==> images/logic_types.png <==
The bar under the picture is 50 µm long.
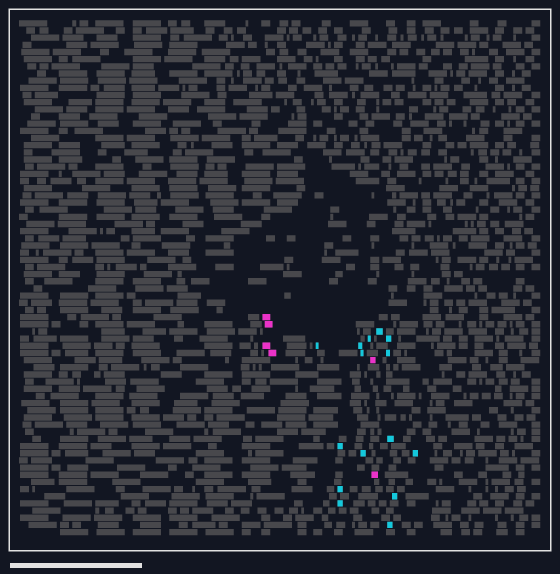
==> images/layer_met3.png <==
The bar under the picture is 50 µm long.
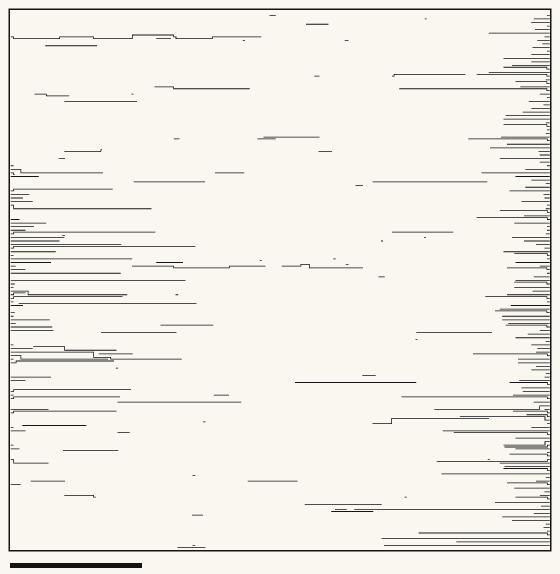
===== config.mk =====
export PLATFORM = sky130hd
export DESIGN_NAME = regfile_wb_buffer
export DESIGN_NICKNAME = d
export VERILOG_FILES = /design/src/rtl/regfile_pkg.sv /design/src/rtl/regfile_wb_fifo.sv /design/src/rtl/regfile_wb_buffer.sv
export SDC_FILE = /design/constraint.sdc
export NUM_CORES = 1
export LEC_CHECK = 0
export CAP_MARGIN = 40
export CELL_PAD_IN_SITES_DETAIL_PLACEMENT = 1
export CELL_PAD_IN_SITES_GLOBAL_PLACEMENT = 1
export CORE_MARGIN = 3
export CORE_UTILIZATION = 40
export DETAILED_ROUTE_END_ITERATION = 6
export PLACE_DENSITY_LB_ADDON = 0.12
export SLEW_MARGIN = 20
export SYNTH_ARGS = -nofsm -noshare
export SYNTH_HDL_FRONTEND = slang
export SYNTH_SLANG_ARGS = --single-unit

===== constraint.sdc =====
create_clock -name clock_i -period 4.68 [get_ports clock_i]
set_input_delay 1.17 -clock clock_i [delete_from_list [all_inputs] [get_ports clock_i]]
set_output_delay 1.17 -clock clock_i [all_outputs]
set_load 0.05 [all_outputs]

===== src/rtl/regfile_pkg.sv =====
// regfile_pkg: shared constants and types for the register-file write-back buffer.
// Latency: n/a (types only).
// Backpressure: n/a.
package regfile_pkg;

  // Register file geometry: 16 registers of 64 bits.
  localparam int WIDTH  = 64;
  localparam int SELECT = 4;

  // One queued result write.
  typedef struct packed {
    logic [SELECT-1:0] idx;
    logic [WIDTH-1:0]  data;
  } wb_entry_t;

  // Per-cycle use of the shared register file port.
  typedef enum logic [1:0] {
    ARB_IDLE  = 2'd0,
    ARB_GRANT = 2'd1,
    ARB_DRAIN = 2'd2
  } arb_state_e;

endpackage


===== src/rtl/regfile_wb_fifo.sv =====
// regfile_wb_fifo: circular queue of pending register writes.
// Latency: a push is visible (count, head, age view) the cycle after it is accepted.
// Backpressure: none internally; the caller must not push when full or pop when empty.
//
// Ports:
//   clock_i, reset_i      clock, synchronous active-high reset (empties the queue)
//   push_i, push_entry_i  append an entry at the tail
//   pop_i                 remove the head entry
//   count_o               number of queued entries, 0..QDEPTH
//   head_o                oldest entry
//   age_entry_o/age_vld_o entries in age order, [0] = oldest; valid bit per slot
module regfile_wb_fifo
  import regfile_pkg::*;
#(
  parameter int QDEPTH = 4
) (
  input  logic                      clock_i,
  input  logic                      reset_i,
  input  logic                      push_i,
  input  wb_entry_t                 push_entry_i,
  input  logic                      pop_i,
  output logic [$clog2(QDEPTH):0]   count_o,
  output wb_entry_t                 head_o,
  output wb_entry_t [QDEPTH-1:0]    age_entry_o,
  output logic [QDEPTH-1:0]         age_vld_o
);

  localparam int PW = $clog2(QDEPTH);

  wb_entry_t     mem_q [QDEPTH];
  logic [PW-1:0] head_q, head_d;
  logic [PW-1:0] tail_q, tail_d;
  logic [PW:0]   count_q, count_d;

  // Pointers are exactly PW bits wide, so increments wrap modulo QDEPTH.
  always_comb begin
    head_d  = head_q;
    tail_d  = tail_q;
    count_d = count_q;
    if (push_i) tail_d = tail_q + 1'b1;
    if (pop_i)  head_d = head_q + 1'b1;
    case ({push_i, pop_i})
      2'b10:   count_d = count_q + 1'b1;
      2'b01:   count_d = count_q - 1'b1;
      default: count_d = count_q;
    endcase
  end

  always_ff @(posedge clock_i) begin
    if (reset_i) begin
      head_q  <= '0;
      tail_q  <= '0;
      count_q <= '0;
    end else begin
      head_q  <= head_d;
      tail_q  <= tail_d;
      count_q <= count_d;
    end
  end

  // Storage carries no reset; slots are qualified by count.
  always_ff @(posedge clock_i) begin
    if (push_i) mem_q[tail_q] <= push_entry_i;
  end

  // Age-ordered view: slot k is the k-th oldest entry, valid while k < count.
  always_comb begin
    for (int k = 0; k < QDEPTH; k++) begin
      age_entry_o[k] = mem_q[head_q + PW'(k)];
      age_vld_o[k]   = ((PW+1)'(k) < count_q);
    end
  end

  assign count_o = count_q;
  assign head_o  = mem_q[head_q];

endmodule


===== src/rtl/regfile_wb_buffer.sv =====
// regfile_wb_buffer: write-back queue and single-port arbiter in front of the 16x64 register file.
// Latency: read data 1 cycle after grant; a queued write drains no earlier than the cycle after its push.
// Backpressure: wr_ready_o low while the queue is full; rd_ready_o low whenever the port drains instead.
//
// Optional feature macro: RF_WB_BYPASS_EN. When defined, reads that hit a queued write are granted
// and served from the youngest matching queue entry. When undefined, such reads wait while the
// queue drains until no matching entry remains.
//
// Ports:
//   clock_i, reset_i                 clock, synchronous active-high reset
//   wr_valid_i/wr_ready_o            execute-stage write handshake (wr_reg_i, wr_data_i)
//   rd_req_i/rd_ready_o              decode-stage read request / grant (rd_reg1_i, rd_reg2_i)
//   rd_valid_o, rd_data1_o/2_o       registered read result, one cycle after grant
//   rf_cs_o, rf_re_o, rf_we_o        register file port controls (re and we are never both high)
//   rf_read_reg1_o/2_o               register file read indices
//   rf_write_register_o/data_o       queue head presented to the file write port
//   rf_read_data1_i/2_i              register file combinational read data
//   pending_o                        queued write count
module regfile_wb_buffer
  import regfile_pkg::*;
#(
  parameter int QDEPTH    = 4,
  parameter int MAX_DEFER = 8
) (
  input  logic                     clock_i,
  input  logic                     reset_i,
  input  logic                     wr_valid_i,
  output logic                     wr_ready_o,
  input  logic [SELECT-1:0]        wr_reg_i,
  input  logic [WIDTH-1:0]         wr_data_i,
  input  logic                     rd_req_i,
  output logic                     rd_ready_o,
  input  logic [SELECT-1:0]        rd_reg1_i,
  input  logic [SELECT-1:0]        rd_reg2_i,
  output logic                     rd_valid_o,
  output logic [WIDTH-1:0]         rd_data1_o,
  output logic [WIDTH-1:0]         rd_data2_o,
  output logic                     rf_cs_o,
  output logic                     rf_re_o,
  output logic                     rf_we_o,
  output logic [SELECT-1:0]        rf_read_reg1_o,
  output logic [SELECT-1:0]        rf_read_reg2_o,
  output logic [SELECT-1:0]        rf_write_register_o,
  output logic [WIDTH-1:0]         rf_write_data_o,
  input  logic [WIDTH-1:0]         rf_read_data1_i,
  input  logic [WIDTH-1:0]         rf_read_data2_i,
  output logic [$clog2(QDEPTH):0]  pending_o
);

  localparam int CW = $clog2(QDEPTH) + 1;
  localparam int DW = $clog2(MAX_DEFER + 1);

  logic [CW-1:0]          count;
  wb_entry_t              head;
  wb_entry_t [QDEPTH-1:0] age_entry;
  logic [QDEPTH-1:0]      age_vld;
  wb_entry_t              push_entry;
  logic                   push, pop;
  logic                   q_full, q_nonempty, starved, hazard, force_drain;
  arb_state_e             arb;

  logic [DW-1:0]          defer_q, defer_d;
  logic                   rd_valid_q;
  logic [WIDTH-1:0]       rd_data1_q, rd_data2_q;
  logic [WIDTH-1:0]       rd_src1, rd_src2;

  assign push_entry = '{idx: wr_reg_i, data: wr_data_i};

  regfile_wb_fifo #(.QDEPTH(QDEPTH)) u_fifo (
    .clock_i      (clock_i),
    .reset_i      (reset_i),
    .push_i       (push),
    .push_entry_i (push_entry),
    .pop_i        (pop),
    .count_o      (count),
    .head_o       (head),
    .age_entry_o  (age_entry),
    .age_vld_o    (age_vld)
  );

  assign q_full     = (count == CW'(QDEPTH));
  assign q_nonempty = (count != '0);
  assign starved    = q_nonempty && (defer_q == DW'(MAX_DEFER));

  // Ready depends only on the registered count, so a drain in the full
  // cycle does not reopen the queue until the next cycle.
  assign wr_ready_o = !q_full;
  assign push       = wr_valid_i && wr_ready_o;

`ifdef RF_WB_BYPASS_EN
  assign hazard = 1'b0;
`else
  // A read touching any queued destination must wait for that write to land.
  always_comb begin
    hazard = 1'b0;
    for (int k = 0; k < QDEPTH; k++) begin
      if (age_vld[k] && (age_entry[k].idx == rd_reg1_i || age_entry[k].idx == rd_reg2_i))
        hazard = 1'b1;
    end
    hazard = hazard && rd_req_i;
  end
`endif

  assign force_drain = q_full || starved || hazard;

  always_comb begin
    arb = ARB_IDLE;
    if (reset_i)                      arb = ARB_IDLE;
    else if (rd_req_i && !force_drain) arb = ARB_GRANT;
    else if (q_nonempty)              arb = ARB_DRAIN;
  end

  assign pop                 = (arb == ARB_DRAIN);
  assign rd_ready_o          = (arb == ARB_GRANT);
  assign rf_re_o             = (arb == ARB_GRANT);
  assign rf_we_o             = (arb == ARB_DRAIN);
  assign rf_cs_o             = rf_re_o || rf_we_o;
  assign rf_read_reg1_o      = rd_reg1_i;
  assign rf_read_reg2_o      = rd_reg2_i;
  assign rf_write_register_o = head.idx;
  assign rf_write_data_o     = head.data;
  assign pending_o           = count;

  // Counts reads granted while writes wait; an empty queue or a drain clears it.
  always_comb begin
    defer_d = defer_q;
    if (pop || !q_nonempty)
      defer_d = '0;
    else if (arb == ARB_GRANT && defer_q != DW'(MAX_DEFER))
      defer_d = defer_q + 1'b1;
  end

  // Read source: the file, or in the bypass build the youngest queued match
  // (ascending age scan, so later matches overwrite earlier ones).
  always_comb begin
    rd_src1 = rf_read_data1_i;
    rd_src2 = rf_read_data2_i;
`ifdef RF_WB_BYPASS_EN
    for (int k = 0; k < QDEPTH; k++) begin
      if (age_vld[k] && age_entry[k].idx == rd_reg1_i) rd_src1 = age_entry[k].data;
      if (age_vld[k] && age_entry[k].idx == rd_reg2_i) rd_src2 = age_entry[k].data;
    end
`endif
  end

  always_ff @(posedge clock_i) begin
    if (reset_i) begin
      defer_q    <= '0;
      rd_valid_q <= 1'b0;
      rd_data1_q <= '0;
      rd_data2_q <= '0;
    end else begin
      defer_q    <= defer_d;
      rd_valid_q <= (arb == ARB_GRANT);
      if (arb == ARB_GRANT) begin
        rd_data1_q <= rd_src1;
        rd_data2_q <= rd_src2;
      end
    end
  end

  assign rd_valid_o = rd_valid_q;
  assign rd_data1_o = rd_data1_q;
  assign rd_data2_o = rd_data2_q;

endmodule


==> Changelog: implementation <==
## Flow update

* Ys flop type: edfxtp_1
* Die W at 205 µm
* Final nets at 1578
* Layout cells sized above 1 at 0.120
* Clock-pin transition on the worst setup and hold timing paths at 0.05 ns
* # DRC at 0
* Switching share of power at 0.320
* Run status: finished clean
* # rows at 72
* Setup CP Type: input pin to output pin
* Placed Cells at 1827
* DP Wirelength at 30.2 mm
* Core Util, Final at 0.567
* Xor+xnor area frac at 0.0221
* Gpl congestion at 0.793
* Startpoint Class: input pin
* Count leader, synth: edfxtp_1
* Via density at 4.89
* Clk pwr share at 0.308
* # clk buffers at 59
* Cell internal pwr at 0.00734 W
* Crit path capture type: output pin
* Layout filler cell count at 3692
* Worst Skew at 0.0273 ns
* Flop share of the area at 0.500
* Setup TNS at 0 ns
* Sequential cell area at 11000 µm²
* Dominant class by area: sequential cells
* Net Count, Synth at 1159
* Power in combinational cells at 0.00311 W
* Max Fclk at 0.219 GHz
* Max Root-Sink Buffers at 3
* Main logic family after synthesis: multiplexers
* Core area at 38900 µm²
* Adder Share, Synth at 0.0111
* Worst-margin pin slew at 0.856 ns
* Power density over the cells at 490 nW/µm²
* Max-slew headroom at 0.430
* Crit path cell chain: clkdlybuf4s50_1 -> xnor2_1 -> nand4_1 -> a22o_2 -> a31oi_4 -> or4_1 -> ha_1 -> inv_1 -> buf_12
* Slew Viols, Final at 0
* 1st-iter DRT viols at 409
* Pre-Repair DR Iteration Count at 4
* # H-tree levels at 2
* Sequential share of power at 0.404
* Final ANT Viol Nets at 0
* Power Clock at 0.00333 W
* Yosys reg bits at 414
* Vias in the first global route at 9828
* Layout clock area frac at 0.0629
* Avg Cell Area, Syn at 16.9 µm²
* Chip area line of the yosys report at 15800 µm²
* First-pass GRT wire length at 62.7 mm
* Sink Count at 414
* Synth mux share at 0.197
* CTS tree: built
* Clk latency late pin at 0.57 ns
* Cell area after placement at 20600 µm²
* Comb area at 4490 µm²
* Plain + repair buffers at 439
* Synth top cells by count: edfxtp_1 (272), dfxtp_1 (142), nor2_1 (142)
* Synthesized netlist cell count at 937
* Pin count of the biggest net entering global routing at 115
* # Cells Yosys at 937
* Port Buffers at 420
* Top-Level Pins at 421
* Complex Gates by Area at 0.00766
* Worst path max stage delay at 0.58 ns
About logic_types.png:
cyan -> nand cells  # cells 15
magenta -> and/or cells  # cells 6
Post-Layout Cell Count: 1916
Comb area share: 0.204
Top cell excl fill/tap: clkdlybuf4s50_1

About layer_met3.png:
longest straight run = 73.8 µm
share of all routed wire = 9.4%
grt met3 use: 0.0739
DR vias: 9368
Routed WL: 43.0 mm

stage by stage:
| stage | worst slack, ns | hold slack (ns) | total power [W] |
|---|---|---|---|
| global placement | 0.107 | 0.471 | 0.00755 |
| floorplan | 0.623 | 0.466 | 0.00646 |
| CTS | 0.0525 | 0.497 | 0.0110 |
| detailed placement | 0.0625 | 0.482 | 0.00759 |
| global route | 0.0282 | 0.511 | 0.0113 |
| finish | 0.106 | 0.491 | 0.0108 |
final timing paths:
check	slack [ns]	start	end	depth (start not counted)
min reg2reg	0.49	rd_data2_o[51]$_SDFFE_PP0P_	rd_data2_o[51]$_SDFFE_PP0P_	2
min	0.49	rd_data2_o[51]$_SDFFE_PP0P_	rd_data2_o[51]$_SDFFE_PP0P_	2
max reg2reg	1.03	u_fifo.head_q[1]$_SDFFE_PP0P_	rd_data2_o[41]$_SDFFE_PP0P_	9
max	0.11	rd_reg1_i[3]	rf_cs_o	9
metal layers:
layer  vias to the layer above  routed length [µm]  track usage
li1                       4356                   -            -
met1                      4655               16600        0.237
met2                       297               21100        0.330
met3                        58                4060       0.0739
met4                         2                1200       0.0759
met5                         -                  13            0
sequential cells by signal, summed over array words and instances (netlist names), named ones only:
name / flops
defer_q: 4
rd_data1_o: 64
rd_data2_o: 64
rd_valid_o: 1
u_fifo.count_o: 3
u_fifo.head_q: 2
u_fifo.mem_q: 272
u_fifo.tail_q: 2
timing repair:
| action | CTS | global route |
|---|---|---|
| hold endpoints to repair | 0 | 0 |
| gates resized | 2 | 3 |
| setup buffers | 0 | 0 |
| endpoints found under the setup margin | 2 | 1 |
worst max-delay path: cells and delay by family:
kind                     cells  cell delay, ns
adder cells (fa/ha/maj)      1            0.31
buffers and inverters        3            0.81
AND/OR/NAND/NOR              2            0.65
XOR/XNOR                     1            0.21
AND-OR/OR-AND                2            0.25
No activity file was given, so power comes from the tool's default toggle rates.
